Figure 1. Routing congestion map (run 1).
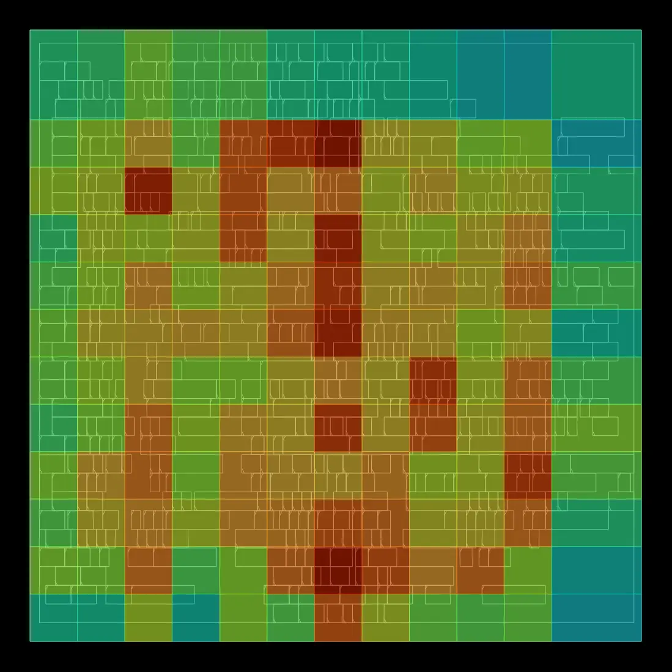
Figure 2. Clock distribution (run 1).
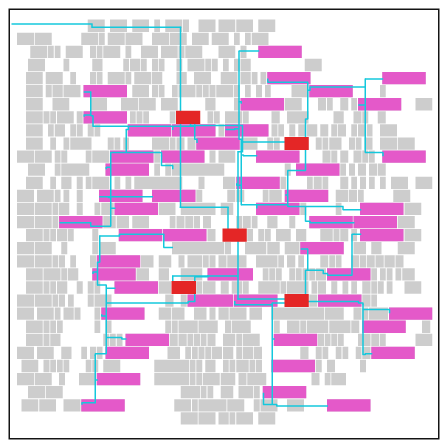
Figure 3. Cells coloured by class (run 1).
Scale bar: 20 um.
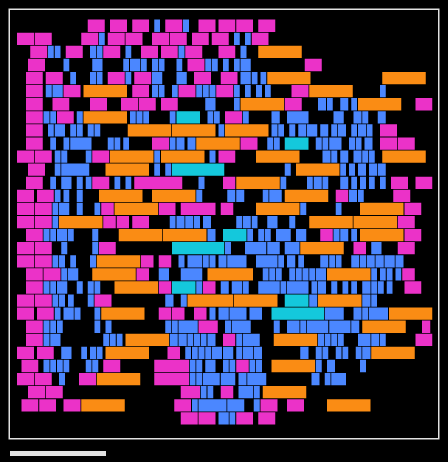
**src/rtl/oflow_arb_pkg.sv**
```systemverilog
// rtl/oflow_arb_pkg.sv - shared types and defaults for the score-board arbiter
package oflow_arb_pkg;

  localparam int PE_NUM_DEF         = 4;
  localparam int ROW_LEN_DEF        = 6;
  localparam int ID_LEN_DEF         = 12;
  localparam int TIMEOUT_CYCLES_DEF = 255;
  localparam int CNT_LEN_DEF        = 8;

  typedef enum logic [1:0] {
    IDLE      = 2'd0,
    ISSUE     = 2'd1,
    WAIT_DONE = 2'd2,
    ACK       = 2'd3
  } arb_state_t;

endpackage

```
**src/rtl/oflow_rr_picker.sv**
```systemverilog
// rtl/oflow_rr_picker.sv - combinational round-robin find-first-set starting at i_ptr
module oflow_rr_picker #(
  parameter int N     = 4,
  parameter int IDX_W = (N > 1) ? $clog2(N) : 1
) (
  input  logic [N-1:0]     i_req,
  input  logic [IDX_W-1:0] i_ptr,
  output logic             o_valid,
  output logic [IDX_W-1:0] o_index
);

  logic [IDX_W-1:0] w_pos;

  // Scan from the farthest offset back to i_ptr so the closest set bit is written last.
  always_comb begin
    o_valid = 1'b0;
    o_index = '0;
    w_pos   = '0;
    for (int i = N - 1; i >= 0; i--) begin
      w_pos = IDX_W'((int'(i_ptr) + i) % N);
      if (i_req[w_pos]) begin
        o_valid = 1'b1;
        o_index = w_pos;
      end
    end
  end

endmodule

```
**src/rtl/oflow_score_board_arbiter.sv**
```systemverilog
// rtl/oflow_score_board_arbiter.sv - round-robin owner of the score-board write port
module oflow_score_board_arbiter
  import oflow_arb_pkg::*;
#(
  parameter int PE_NUM         = PE_NUM_DEF,
  parameter int ROW_LEN        = ROW_LEN_DEF,
  parameter int ID_LEN         = ID_LEN_DEF,
  parameter int TIMEOUT_CYCLES = TIMEOUT_CYCLES_DEF,
  parameter int CNT_LEN        = CNT_LEN_DEF
) (
  input  logic                      clk,
  input  logic                      reset_N,
  input  logic                      frame_start,
  input  logic [PE_NUM-1:0]         req,
  input  logic [PE_NUM*ROW_LEN-1:0] req_row_sel,
  input  logic [PE_NUM*ID_LEN-1:0]  req_id,
  output logic [PE_NUM-1:0]         ack,
  output logic [PE_NUM-1:0]         grant,
  output logic                      start_score_board,
  output logic [ROW_LEN-1:0]        row_sel_by_set,
  output logic [ID_LEN-1:0]         id_out,
  input  logic                      done_score_board,
  output logic                      busy,
  output logic                      timeout_err,
  output logic                      spurious_done_err,
  output logic [CNT_LEN-1:0]        grant_cnt
);

  localparam int IDX_W = (PE_NUM > 1) ? $clog2(PE_NUM) : 1;
  localparam int WD_W  = (TIMEOUT_CYCLES > 1) ? $clog2(TIMEOUT_CYCLES) : 1;
  localparam logic [WD_W-1:0]  WD_LAST = WD_W'(TIMEOUT_CYCLES - 1);
  localparam logic [IDX_W-1:0] PTR_LAST = IDX_W'(PE_NUM - 1);

  arb_state_t          r_state;
  arb_state_t          w_state_nxt;
  logic [IDX_W-1:0]    r_ptr;
  logic [IDX_W-1:0]    r_idx;
  logic [PE_NUM-1:0]   r_grant;
  logic [PE_NUM-1:0]   r_ack;
  logic                r_start;
  logic [ROW_LEN-1:0]  r_row;
  logic [ID_LEN-1:0]   r_id;
  logic                r_busy;
  logic                r_tmo;
  logic                r_spur;
  logic [CNT_LEN-1:0]  r_cnt;
  logic [WD_W-1:0]     r_wdog;

  logic                w_pick_valid;
  logic [IDX_W-1:0]    w_pick_idx;
  logic [PE_NUM-1:0]   w_pick_onehot;
  logic                w_timeout;
  logic                w_spurious;

  oflow_rr_picker #(
    .N     (PE_NUM),
    .IDX_W (IDX_W)
  ) u_picker (
    .i_req   (req),
    .i_ptr   (r_ptr),
    .o_valid (w_pick_valid),
    .o_index (w_pick_idx)
  );

  assign w_pick_onehot = PE_NUM'(1) << w_pick_idx;

  always_ff @(posedge clk or negedge reset_N) begin
    if (!reset_N) begin
      r_state <= IDLE;
    end else begin
      r_state <= w_state_nxt;
    end
  end

  // frame_start overrides everything, including a done in the same cycle.
  always_comb begin
    w_state_nxt = r_state;
    w_timeout   = 1'b0;
    w_spurious  = 1'b0;
    if (frame_start) begin
      w_state_nxt = IDLE;
    end else begin
      case (r_state)
        IDLE: begin
          w_spurious = done_score_board;
          if (w_pick_valid) w_state_nxt = ISSUE;
        end
        ISSUE: begin
          w_state_nxt = done_score_board ? ACK : WAIT_DONE;
        end
        WAIT_DONE: begin
          if (done_score_board) begin
            w_state_nxt = ACK;
          end else if (r_wdog == WD_LAST) begin
            w_timeout   = 1'b1;
            w_state_nxt = ACK;
          end
        end
        ACK: begin
          w_spurious  = done_score_board;
          w_state_nxt = IDLE;
        end
        default: w_state_nxt = IDLE;
      endcase
    end
  end

  always_ff @(posedge clk or negedge reset_N) begin
    if (!reset_N) begin
      r_ptr   <= '0;
      r_idx   <= '0;
      r_grant <= '0;
      r_ack   <= '0;
      r_start <= 1'b0;
      r_row   <= '0;
      r_id    <= '0;
      r_busy  <= 1'b0;
      r_tmo   <= 1'b0;
      r_spur  <= 1'b0;
      r_cnt   <= '0;
      r_wdog  <= '0;
    end else begin
      r_busy  <= (w_state_nxt != IDLE);
      r_ack   <= (w_state_nxt == ACK) ? r_grant : '0;
      r_start <= (r_state == ISSUE) && !frame_start;
      if (w_timeout)  r_tmo  <= 1'b1;
      if (w_spurious) r_spur <= 1'b1;
      if (frame_start) begin
        r_ptr   <= '0;
        r_grant <= '0;
        r_cnt   <= '0;
        r_wdog  <= '0;
      end else begin
        case (r_state)
          IDLE: begin
            if (w_pick_valid) begin
              r_grant <= w_pick_onehot;
              r_idx   <= w_pick_idx;
              r_row   <= req_row_sel[w_pick_idx*ROW_LEN +: ROW_LEN];
              r_id    <= req_id[w_pick_idx*ID_LEN +: ID_LEN];
              if (r_cnt != '1) r_cnt <= r_cnt + CNT_LEN'(1);
            end
          end
          ISSUE: r_wdog <= '0;
          WAIT_DONE: begin
            if (!done_score_board && !w_timeout) r_wdog <= r_wdog + WD_W'(1);
          end
          ACK: begin
            r_ptr   <= (r_idx == PTR_LAST) ? '0 : r_idx + IDX_W'(1);
            r_grant <= '0;
          end
          default: ;
        endcase
      end
    end
  end

  assign ack               = r_ack;
  assign grant             = r_grant;
  assign start_score_board = r_start;
  assign row_sel_by_set    = r_row;
  assign id_out            = r_id;
  assign busy              = r_busy;
  assign timeout_err       = r_tmo;
  assign spurious_done_err = r_spur;
  assign grant_cnt         = r_cnt;

endmodule

```
**config.mk**
```make
export PLATFORM = sky130hd
export DESIGN_NAME = oflow_score_board_arbiter
export DESIGN_NICKNAME = d
export VERILOG_FILES = /design/src/rtl/oflow_arb_pkg.sv /design/src/rtl/oflow_rr_picker.sv /design/src/rtl/oflow_score_board_arbiter.sv
export SDC_FILE = /design/constraint.sdc
export NUM_CORES = 1
export LEC_CHECK = 0
export ABC_AREA = 1
export CAP_MARGIN = 20
export CORE_UTILIZATION = 40
export CTS_CLUSTER_DIAMETER = 200
export CTS_CLUSTER_SIZE = 12
export DETAILED_ROUTE_END_ITERATION = 7
export PLACE_DENSITY = 0.77
export SYNTH_ARGS = -nofsm -noshare
export SYNTH_HDL_FRONTEND = slang
export SYNTH_HIERARCHICAL = 1
export SYNTH_SLANG_ARGS = --single-unit
```
**constraint.sdc**
```tcl
create_clock -name clk -period 2.13 [get_ports clk]
set_input_delay 0.213 -clock clk [delete_from_list [all_inputs] [get_ports clk]]
set_output_delay 0.213 -clock clk [all_outputs]
set_load 0.03 [all_outputs]
```
==> summary.txt, run 1 <==
flow finished, numbers: outcome completed, # clock sinks 52, power density over the cells 1060 nW/um2, synthesized area 3024 um2, via count of the first global-routing pass 3141, area leader, netlist sky130_fd_sc_hd__dfrtp_1, cell count listed in synth_stat.txt 427, main logic family after synthesis simple AND/OR/NAND/NOR gates, count of input and output buffers 117, antenna violations before repair 0, number of cell instances on the worst register-to-register path 14, end of the worst register-to-register path row_sel_by_set[5], root cell of the clock tree sky130_fd_sc_hd__clkbuf_8, first-pass GRT wire length 14110 um, start point of the critical path r_ptr[0], placement-stage worst setup slack -417.3 ps, worst endpoint required time 2380 ps, total wire length 8869 um, number of synthesized flops with an enable pin 0, Critical Path Slowest Stage Cell sky130_fd_sc_hd__dfrtp_2, crit path cell chain buf_6, o21ai_4, nand2_1, nand3_1, nand2_1, nand2_1, nand2_2, buf_4, nor2_4, buf_4, nand2_1, nand4_1, nand2_1, nand2_1, Tightest Hold Check Type primary input to async pin, placeable core area 7292 um2, Non-Clock Buffer Count 145, buffers plus inverters on the worst setup path 3, top-area cell type share of the netlist area 43.03%, combinational fraction of the cell area 33.70%, number of nets in the layout 655, slew at the pin closest to its max-slew limit 610.7 ps, multi-input gates 329
## Picture notes: Figure 1
Most Crowded Layer GR: met2
met2 layer usage reported by global route: 43.15%
Final Util: 65.37%
combined global-route utilization of all metal layers: 23.29%
met1 global-route usage: 26.61%

## Picture notes: Figure 2
cyan -> clock wires  # length 662 um
magenta -> flip-flops  # count 52
red -> cells driving clock nets  # count 5
routed clock nets = 6

## Picture notes: Figure 3
blue -> all other logic  # cells 363
orange -> flip-flops  # cells 52
magenta -> other buffers and delay cells  # cells 145
cyan -> clock drivers and dummy loads  # cells 8

==> run 1 -> run 2 <==
--- a/config.mk
+++ b/config.mk
@@ -7,11 +7,14 @@
 export LEC_CHECK = 0
 export ABC_AREA = 1
 export CAP_MARGIN = 20
+export CORE_ASPECT_RATIO = 1.75
 export CORE_UTILIZATION = 40
 export CTS_CLUSTER_DIAMETER = 200
 export CTS_CLUSTER_SIZE = 12
 export DETAILED_ROUTE_END_ITERATION = 7
+export HOLD_SLACK_MARGIN = 0.06
 export PLACE_DENSITY = 0.77
+export REMOVE_ABC_BUFFERS = 1
 export SYNTH_ARGS = -nofsm -noshare
 export SYNTH_HDL_FRONTEND = slang
 export SYNTH_HIERARCHICAL = 1
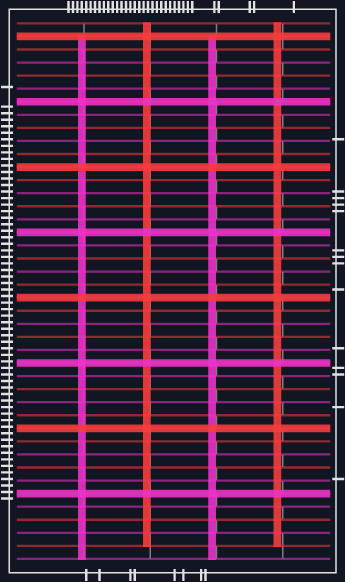
Figure 4: run 2, power grid.
Pins as bars on the die edge. Tap cells in grey.
red -> VDD
magenta -> VSS
signal pins = 118
met1 rails = 42
rows = 41
met4 straps = 4
tap cells = 86

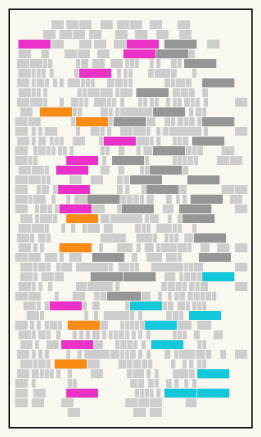
Figure 5: run 2, register map, names as in the netlist.
Other sequential cells in the stronger grey, the rest of the logic in the fainter grey.
cyan -> r_wdog  # flops 8, where bottom right
orange -> row_sel_by_set  # flops 6
magenta -> id_out  # flops 12
not coloured = 26

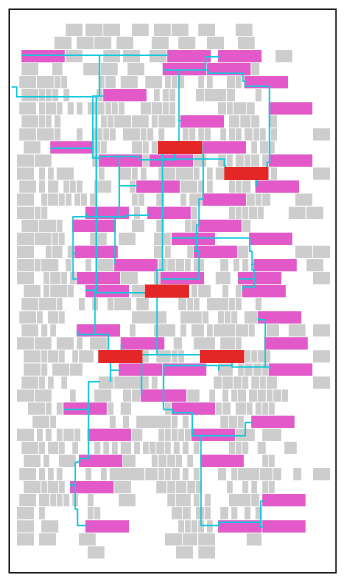
Figure 6: run 2, clock distribution.
red -> cells driving clock nets  # count 5
cyan -> clock wires  # length 647 um
magenta -> flip-flops  # count 52
routed clock nets = 6

==> summary.txt, run 2 <==
flow finished, numbers: number of nets in the layout 642 (was 655), Critical Path Slowest Stage Cell sky130_fd_sc_hd__dfrtp_2 (unchanged), met2 layer usage reported by global route 42.90% (was 43.15%), Main area contributors sky130_fd_sc_hd__dfrtp_1 (43%), sky130_fd_sc_hd__nand2_1 (24%), sky130_fd_sc_hd__nand3_1 (4.8%), sky130_fd_sc_hd__nand4_1 (3.9%), sky130_fd_sc_hd__inv_1 (3.8%) (unchanged), combined global-route utilization of all metal layers 22.30% (was 23.29%), first-pass GRT wire length 13430 um (was 14110 um), antenna violations before repair 0 (unchanged), outcome completed (unchanged), cell count listed in synth_stat.txt 427 (unchanged), area leader, netlist sky130_fd_sc_hd__dfrtp_1 (unchanged), # clock sinks 52 (unchanged), worst endpoint required time 2320 ps (was 2380 ps), FA/HA/MAJ Cells, Area Fraction 3.310% (unchanged), Tightest Hold Check Type primary input to async pin (unchanged), via count of the first global-routing pass 3234 (was 3141), placeable core area 7284 um2 (was 7292 um2), most used standard cell by instance count after synthesis sky130_fd_sc_hd__nand2_1 (unchanged), routability cong. 0.9051 (was 0.8449), synthesized area 3024 um2 (unchanged), multi-input gates 329 (unchanged), power group with the largest share combinational logic (unchanged), period utilisation layout 90.37% (was 95.65%), total wire length 8129 um (was 8869 um), max-cap violation count 0 (unchanged), buffers plus inverters on the worst setup path 4 (was 3), number of cell instances on the worst register-to-register path 16 (was 14), remaining global-route overflow 0 (unchanged), count of input and output buffers 117 (unchanged), slew at the pin closest to its max-slew limit 634.7 ps (was 610.7 ps), main logic family after synthesis simple AND/OR/NAND/NOR gates (unchanged), root cell of the clock tree sky130_fd_sc_hd__clkbuf_16 (was sky130_fd_sc_hd__clkbuf_8), Most Crowded Layer GR met2 (unchanged), top-area cell type share of the netlist area 43.03% (unchanged), combinational fraction of the cell area 33.64% (was 33.70%), met1 global-route usage 21.52% (was 26.61%), end of the worst register-to-register path row_sel_by_set[4] (was row_sel_by_set[5]), Non-Clock Buffer Count 132 (was 145), placement-stage worst setup slack 27.76 ps (was -417.3 ps), crit path cell chain inv_1, nand2_1, and2_4, nand2_2, nand2_2, clkinv_2, nand2_1, nand2_1, nand2_1, nand2_1, clkinv_1, buf_12, nand2_1, nand4_1, nand2_1, nand2_1 (was buf_6, o21ai_4, nand2_1, nand3_1, nand2_1, nand2_1, nand2_2, buf_4, nor2_4, buf_4, nand2_1, nand4_1, nand2_1, nand2_1), power density over the cells 1021 nW/um2 (was 1060 nW/um2)
Power and IR drop assume default switching activity.
